--- config.mk ---
export PLATFORM = sky130hd
export DESIGN_NAME = axi_master_cmd
export DESIGN_NICKNAME = d
export VERILOG_FILES = /design/src/rtl/axi_master_cmd.sv
export SDC_FILE = /design/constraint.sdc
export NUM_CORES = 1
export LEC_CHECK = 0
export CAP_MARGIN = 10
export CORE_ASPECT_RATIO = 0.7
export CORE_MARGIN = 8
export CORE_UTILIZATION = 37
export CTS_BUF_LIST = sky130_fd_sc_hd__clkbuf_16
export DETAILED_ROUTE_END_ITERATION = 10
export GPL_TIMING_DRIVEN = 0
export PLACE_DENSITY_LB_ADDON = 0.25
export SYNTH_ARGS = -nofsm -noshare
export SYNTH_HDL_FRONTEND = slang
export SYNTH_SLANG_ARGS = --single-unit
--- constraint.sdc ---
create_clock -name aclk -period 4.4 [get_ports aclk]
set_clock_uncertainty 0.05 [all_clocks]
set_input_delay 0.66 -clock aclk [delete_from_list [all_inputs] [get_ports aclk]]
set_output_delay 0.66 -clock aclk [all_outputs]
set_load 0.005 [all_outputs]
--- src/rtl/axi_master_cmd.sv ---
// axi_master_cmd: single-outstanding AXI3 initiator. Each accepted command becomes
// one write burst (AW -> W beats -> B) or one read burst (AR -> R beats), then a
// one-cycle done pulse that reports the worst response seen. A per-handshake
// watchdog aborts a stalled transaction with SLVERR and done_timeout.
module axi_master_cmd #(
  parameter int unsigned TIMEOUT_CYCLES = 256
) (
  input  logic        aclk,
  input  logic        areset,
  // local command port
  input  logic        cmd_valid,
  output logic        cmd_ready,
  input  logic        cmd_write,
  input  logic [3:0]  cmd_id,
  input  logic [31:0] cmd_addr,
  input  logic [3:0]  cmd_len,
  // write beat stream in
  input  logic [31:0] wdat,
  input  logic [3:0]  wdat_strb,
  input  logic        wdat_valid,
  output logic        wdat_ready,
  // read beat stream out
  output logic [31:0] rd_data,
  output logic        rd_valid,
  output logic        rd_last,
  // completion
  output logic        done,
  output logic [1:0]  done_resp,
  output logic        done_timeout,
  // AXI write address
  output logic [3:0]  awid,
  output logic [31:0] awadr,
  output logic [3:0]  awlen,
  output logic [2:0]  awsize,
  output logic [1:0]  awburst,
  output logic [1:0]  awlock,
  output logic [3:0]  awcache,
  output logic [2:0]  awprot,
  output logic        awvalid,
  input  logic        awready,
  // AXI write data
  output logic [3:0]  wid,
  output logic [31:0] wrdata,
  output logic [3:0]  wstrb,
  output logic        wlast,
  output logic        wvalid,
  input  logic        wready,
  // AXI write response
  input  logic [3:0]  bid,
  input  logic [1:0]  bresp,
  input  logic        bvalid,
  output logic        bready,
  // AXI read address
  output logic [3:0]  arid,
  output logic [31:0] araddr,
  output logic [3:0]  arlen,
  output logic [2:0]  arsize,
  output logic [1:0]  arburst,
  output logic [1:0]  arlock,
  output logic [3:0]  arcache,
  output logic [2:0]  arprot,
  output logic        arvalid,
  input  logic        arready,
  // AXI read data
  input  logic [3:0]  rid,
  input  logic [31:0] rdata,
  input  logic [1:0]  rresp,
  input  logic        rlast,
  input  logic        rvalid,
  output logic        rready
);

  typedef enum logic [2:0] {
    IDLE, WR_ADDR, WR_DATA, WR_RESP, RD_ADDR, RD_DATA, DONE
  } state_t;

  localparam int WD_W = (TIMEOUT_CYCLES > 1) ? $clog2(TIMEOUT_CYCLES) : 1;
  localparam logic [WD_W-1:0] WD_LIMIT = WD_W'((TIMEOUT_CYCLES > 0) ? TIMEOUT_CYCLES - 1 : 0);

  state_t          state;
  logic [3:0]      id_q;
  logic [31:0]     addr_q;
  logic [3:0]      len_q;
  logic [3:0]      beat_cnt;
  logic [1:0]      worst;
  logic [WD_W-1:0] wd_cnt;

  logic aw_hs, w_hs, b_hs, ar_hs, r_hs, any_hs;
  logic wd_active, wd_expire, w_load;
  logic [3:0] load_idx;
  logic [1:0] b_worst, r_worst;

  // Fixed AXI attributes: 32-bit INCR bursts, normal non-cacheable unprivileged accesses.
  assign awsize  = 3'b010;
  assign arsize  = 3'b010;
  assign awburst = 2'b01;
  assign arburst = 2'b01;
  assign awlock  = 2'b00;
  assign arlock  = 2'b00;
  assign awcache = 4'b0000;
  assign arcache = 4'b0000;
  assign awprot  = 3'b000;
  assign arprot  = 3'b000;
  assign awid    = id_q;
  assign wid     = id_q;
  assign arid    = id_q;
  assign awadr   = addr_q;
  assign araddr  = addr_q;
  assign awlen   = len_q;
  assign arlen   = len_q;

  assign aw_hs  = awvalid & awready;
  assign w_hs   = wvalid  & wready;
  assign b_hs   = bvalid  & bready;
  assign ar_hs  = arvalid & arready;
  assign r_hs   = rvalid  & rready;
  assign any_hs = aw_hs | w_hs | b_hs | ar_hs | r_hs;

  assign wd_active = (state != IDLE) && (state != DONE);
  assign wd_expire = (TIMEOUT_CYCLES != 0) && wd_active && !any_hs && (wd_cnt == WD_LIMIT);

  // NOTE: wdat_ready is combinational so the W register refills in the same cycle its
  // current beat is taken; it never takes a beat once the last one is already loaded.
  assign wdat_ready = (state == WR_DATA) && !wd_expire && (!wvalid || (wready && !wlast));
  assign w_load     = wdat_valid & wdat_ready;
  // Index of the beat being loaded: the beat leaving this cycle has already been counted.
  assign load_idx   = w_hs ? beat_cnt + 4'd1 : beat_cnt;

  assign b_worst = (bresp > worst) ? bresp : worst;
  assign r_worst = (rresp > worst) ? rresp : worst;

  // Response ID and rlast are not needed: one transaction is outstanding and the burst
  // length is tracked locally; the low address bits are forced to zero on the bus.
  logic unused_inputs;
  assign unused_inputs = ^{bid, rid, rlast, cmd_addr[1:0]};

  // Command FSM with all bus and stream outputs registered.
  always_ff @(posedge aclk or posedge areset) begin
    if (areset) begin
      // NOTE: every output register, data included, is reset so the bus idles at zero.
      state        <= IDLE;
      cmd_ready    <= 1'b0;
      id_q         <= '0;
      addr_q       <= '0;
      len_q        <= '0;
      beat_cnt     <= '0;
      worst        <= '0;
      wd_cnt       <= '0;
      awvalid      <= 1'b0;
      wvalid       <= 1'b0;
      wlast        <= 1'b0;
      wrdata       <= '0;
      wstrb        <= '0;
      bready       <= 1'b0;
      arvalid      <= 1'b0;
      rready       <= 1'b0;
      rd_data      <= '0;
      rd_valid     <= 1'b0;
      rd_last      <= 1'b0;
      done         <= 1'b0;
      done_resp    <= '0;
      done_timeout <= 1'b0;
    end else begin
      done     <= 1'b0;
      rd_valid <= 1'b0;
      rd_last  <= 1'b0;

      if (!wd_active || any_hs) wd_cnt <= '0;
      else                      wd_cnt <= wd_cnt + 1'b1;

      if (wd_expire) begin
        awvalid      <= 1'b0;
        wvalid       <= 1'b0;
        wlast        <= 1'b0;
        bready       <= 1'b0;
        arvalid      <= 1'b0;
        rready       <= 1'b0;
        done         <= 1'b1;
        done_resp    <= 2'b10;
        done_timeout <= 1'b1;
        state        <= DONE;
      end else begin
        unique case (state)
          IDLE: begin
            cmd_ready <= 1'b1;
            if (cmd_valid && cmd_ready) begin
              cmd_ready    <= 1'b0;
              id_q         <= cmd_id;
              addr_q       <= {cmd_addr[31:2], 2'b00};
              len_q        <= cmd_len;
              beat_cnt     <= '0;
              worst        <= '0;
              done_timeout <= 1'b0;
              if (cmd_write) begin
                awvalid <= 1'b1;
                state   <= WR_ADDR;
              end else begin
                arvalid <= 1'b1;
                state   <= RD_ADDR;
              end
            end
          end
          WR_ADDR: begin
            if (aw_hs) begin
              awvalid <= 1'b0;
              state   <= WR_DATA;
            end
          end
          WR_DATA: begin
            // NOTE: a beat loaded in the same cycle the previous one leaves must keep
            // wvalid high; the later non-blocking assignment below wins.
            if (w_hs) begin
              wvalid <= 1'b0;
              if (wlast) begin
                wlast  <= 1'b0;
                bready <= 1'b1;
                state  <= WR_RESP;
              end else begin
                beat_cnt <= beat_cnt + 4'd1;
              end
            end
            if (w_load) begin
              wrdata <= wdat;
              wstrb  <= wdat_strb;
              wvalid <= 1'b1;
              wlast  <= (load_idx == len_q);
            end
          end
          WR_RESP: begin
            if (b_hs) begin
              worst        <= b_worst;
              bready       <= 1'b0;
              done         <= 1'b1;
              done_resp    <= b_worst;
              done_timeout <= 1'b0;
              state        <= DONE;
            end
          end
          RD_ADDR: begin
            if (ar_hs) begin
              arvalid <= 1'b0;
              rready  <= 1'b1;
              state   <= RD_DATA;
            end
          end
          RD_DATA: begin
            if (r_hs) begin
              rd_data  <= rdata;
              rd_valid <= 1'b1;
              worst    <= r_worst;
              if (beat_cnt == len_q) begin
                rd_last      <= 1'b1;
                rready       <= 1'b0;
                done         <= 1'b1;
                done_resp    <= r_worst;
                done_timeout <= 1'b0;
                state        <= DONE;
              end else begin
                beat_cnt <= beat_cnt + 4'd1;
              end
            end
          end
          DONE: begin
            cmd_ready <= 1'b1;
            state     <= IDLE;
          end
          default: state <= IDLE;
        endcase
      end
    end
  end

endmodule
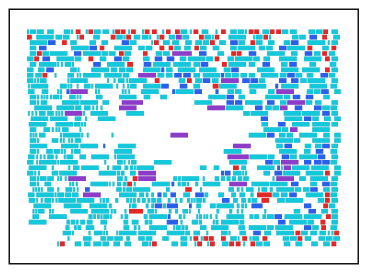
**Above:** run 1 (cell sizes after repair).
(2 px per µm)
| size | color | cells | share |
|---|---|---|---|
| drive 1 or less | cyan | 730 | 79% |
| drive 2 | blue | 92 | 9.9% |
| drive 6 and up | purple | 24 | 2.6% |
| drive 3 to 4 | red | 83 | 8.9% |
count of buffers not belonging to the clock network in the layout: 377
Non-Filler Cell Area, Final: 10300 µm²
final setup slack of the worst path: 0.990 ns
Area growth syn-to-layout: 59.0%

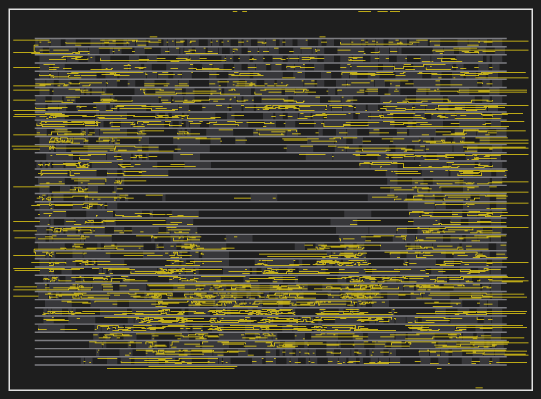
**Above:** run 1 (M1 wires).
(3 px per µm) Supply wires on this layer in gray. Cells faint in the background.
nets with wire on the layer: 922
main direction: horizontal
share of all routed wire: 43%

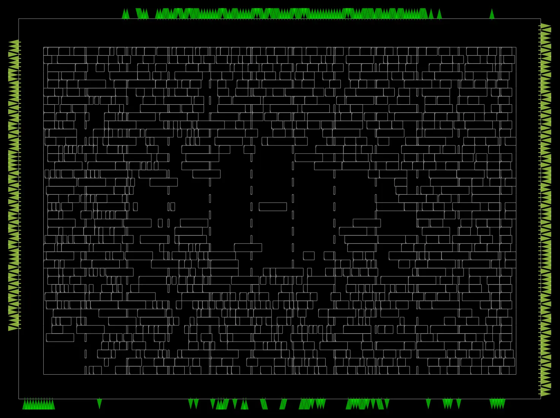
**Above:** run 1 (cell placement).
sequential fraction of total cell area: 33.2%
count of sequential standard cells: 136
final std cells w/o fill: 1160
Tap Count: 231

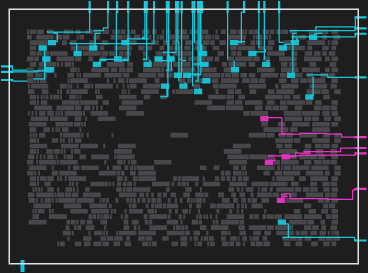
**Above:** run 1 (wires at chosen ports, followed through buffers).
(2 px per µm)
| port | color | bits | direction | edge | end cells | buffers | wire |
|---|---|---|---|---|---|---|---|
| cmd_addr | cyan | 32 | input | 22 north, 5 east, 3 west, 2 south | 30 | 30 | 1040 µm |
| wdat_strb | magenta | 4 | input | east | 4 | 4 | 202 µm |

==> Slide: Implementation Results, run 1 <==
Physical Implementation Snapshot

Run
  – OpenROAD warning count: 39

Worst setup path
  – Dominant delay contributor by cell family on the critical path: buffers and inverters
  – Path type of the worst setup path: input pin to primary output
  – CP Data Arrival Time: 2.70 ns
  – CP peak stage delay: 0.51 ns
  – Launch instance of the worst register-to-register path: state[0]$_DFFE_PP0P_
  – Cell depth of the worst flop-to-flop path: 5
  – Maximum fanout encountered on the critical timing path: 6

Yosys
  – MUX share of area: 12.9%
  – Most common reg cell: sky130_fd_sc_hd__dfrtp_1
  – Count of synthesis-stage warnings from yosys: 0
  – Share of the synthesized area in the top cell type: 52.8%
  – Share of the synthesized netlist area taken by xor and xnor gates: 1.61%
  – Largest combinational cell category by area: multiplexers
  – Number of flops mapped to enable cells by yosys: 0
  – Dominant cell by count in the synthesized netlist: sky130_fd_sc_hd__dfrtp_1
  – Area of the mapped netlist: ~6400 µm²
  – Distinct cell type count of the synthesized netlist: 65
  – Async set-reset flop share out of synthesis: 100%

Global routing
  – Largest net degree at the start of global routing: approximately 74
  – GR Util met1: 22.6%

Place
  – Pre-CTS WS: 0.971 ns
  – Dpl hpwl: between 15 and 20 mm
  – Total instance count after detailed placement: 1128

Pwr
  – Power dissipated in sequential cells: 2.13 mW
  – Clock network power consumption: 1.36 mW
  – Power dissipated in combinational cells: 3.10 mW
  – Total Power: 6.59 mW
  – Cell-internal power: 4.57 mW

Clock network
  – Clock Tree Root: sky130_fd_sc_hd__clkbuf_16
  – CTS tree: built
  – Clk sink count: around 140
  – Cts bufs inserted: 17

Cells and area
  – Leading cell types in the layout, fill and taps excluded: sky130_fd_sc_hd__clkdlybuf4s50_1 (281), sky130_fd_sc_hd__dfrtp_1 (136), sky130_fd_sc_hd__nand2_1 (113)
  – Clock buffers: 17
  – Diodes inserted: 0
  – Non-clk buf share: between 30 and 40%

Detailed routing
  – Routed length on met1: 8.52 mm
  – Via density per instance: roughly 4.5
  – Detailed Route WL: 20.0 mm
  – Total vias in the final route: 5218
  – Met2 layer wire length in the routed design: 9.09 mm

Worst hold path
  – Hold path startpoint: rd_data[27]$_DFFE_PP0P_

Floorplanning
  – Core utilization before placement: about 38%

STA
  – Final Hold Violating Endpoints: 0
  – Final-layout setup total negative slack: 0 ns
  – Clock period minus final worst setup slack: 3.41 ns

Status
  – Status: completed
==> inputs of run 2 (changes only) <==
--- a/config.mk
+++ b/config.mk
@@ -8,7 +8,7 @@
 export CAP_MARGIN = 10
 export CORE_ASPECT_RATIO = 0.7
 export CORE_MARGIN = 8
-export CORE_UTILIZATION = 37
+export CORE_UTILIZATION = 41
 export CTS_BUF_LIST = sky130_fd_sc_hd__clkbuf_16
 export DETAILED_ROUTE_END_ITERATION = 10
 export GPL_TIMING_DRIVEN = 0
==> constraint.sdc (replaced) <==
create_clock -name aclk -period 3.4 [get_ports aclk]
set_clock_uncertainty 0.05 [all_clocks]
set_input_delay 0.51 -clock aclk [delete_from_list [all_inputs] [get_ports aclk]]
set_output_delay 0.51 -clock aclk [all_outputs]
set_load 0.005 [all_outputs]
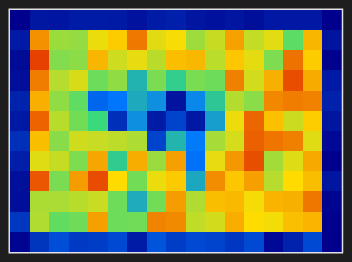
**Above:** run 2 (cell area per tile).
(2 px per µm) The die is cut into 17 by 12 equal tiles; dark blue is low, red is high, 0 to 100% covered.
nearly empty tiles: 4.9%
tiles over 75% full: 28%
densest ninth of the die: east
core outline area: 15500 µm²
core utilization of the finished layout: 66.6%
core utilization before placement: 41.7%

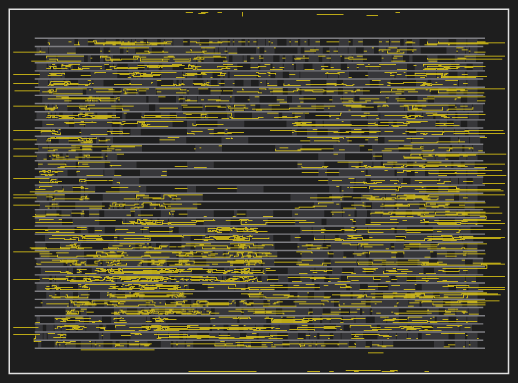
**Above:** run 2 (M1 wires).
(3 px per µm) Supply wires on this layer in gray. Cells faint in the background.
main direction: horizontal
wire length on this layer: 8330 µm
share of all routed wire: 41%
nets with wire on the layer: 950
longest straight run: 48.3 µm

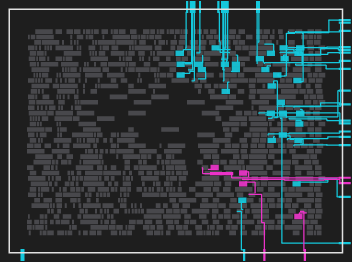
**Above:** run 2 (wires at chosen ports, followed through buffers).
(2 px per µm)
tally of buffers added on design ports: 281
number of top-level pins: 325

==> run 2 against run 1 <==
Flip-flop count is the same; largest power group unchanged; sequential share of layout area is 0.12 points lower; register-to-register slack got worse by 1.2 ns; critical path depth did not move; power rose by 31%; via count increased by 0.42%; clock-buffer cell count is the same; clock power up 37%; sequential power increased by 29%; setup slack got worse by 0.65 ns; global-route usage grew 1.6 points; largest cell class unchanged.
==> Slide: Implementation Results, run 2 <==
Physical Implementation Snapshot

Yosys
  – Share of the synthesized netlist area taken by xor and xnor gates: 1.61%
  – Share of the synthesized area in the top cell type: 52.8%
  – Area of the mapped netlist: 6450 µm²
  – MUX share of area: 12.9%
  – Number of flops mapped to enable cells by yosys: 0
  – Count of synthesis-stage warnings from yosys: 0
  – Distinct cell type count of the synthesized netlist: ~65

Cells and area
  – Non-Filler Cell Area, Final: 10300 µm²
  – Count of buffers not belonging to the clock network in the layout: 379
  – Count of sequential standard cells: 136
  – Non-clk buf share: 34.4%

Detailed routing
  – Via density per instance: 4.63
  – Routed length on met1: 8.33 mm
  – Total vias in the final route: 5240

Pwr
  – Power dissipated in combinational cells: roughly 4.0 mW
  – Power dissipated in sequential cells: 2.74 mW
  – Cell-internal power: about 6.0 mW
  – Total Power: 8.64 mW

STA
  – Final setup slack of the worst path: 0.339 ns

Status
  – Status: completed

Floorplanning
  – Tap Count: 200

Place
  – Dpl hpwl: 16.2 mm
  – Total instance count after detailed placement: 1099

Worst setup path
  – Maximum fanout encountered on the critical timing path: 6
  – CP Data Arrival Time: around 2.5 ns
  – Launch instance of the worst register-to-register path: state[0]$_DFFE_PP0P_
  – Cell depth of the worst flop-to-flop path: 5

Global routing
  – Largest net degree at the start of global routing: 39

Run
  – OpenROAD warning count: 39

Clock network
  – CTS tree: built
Power and IR drop assume default switching activity.
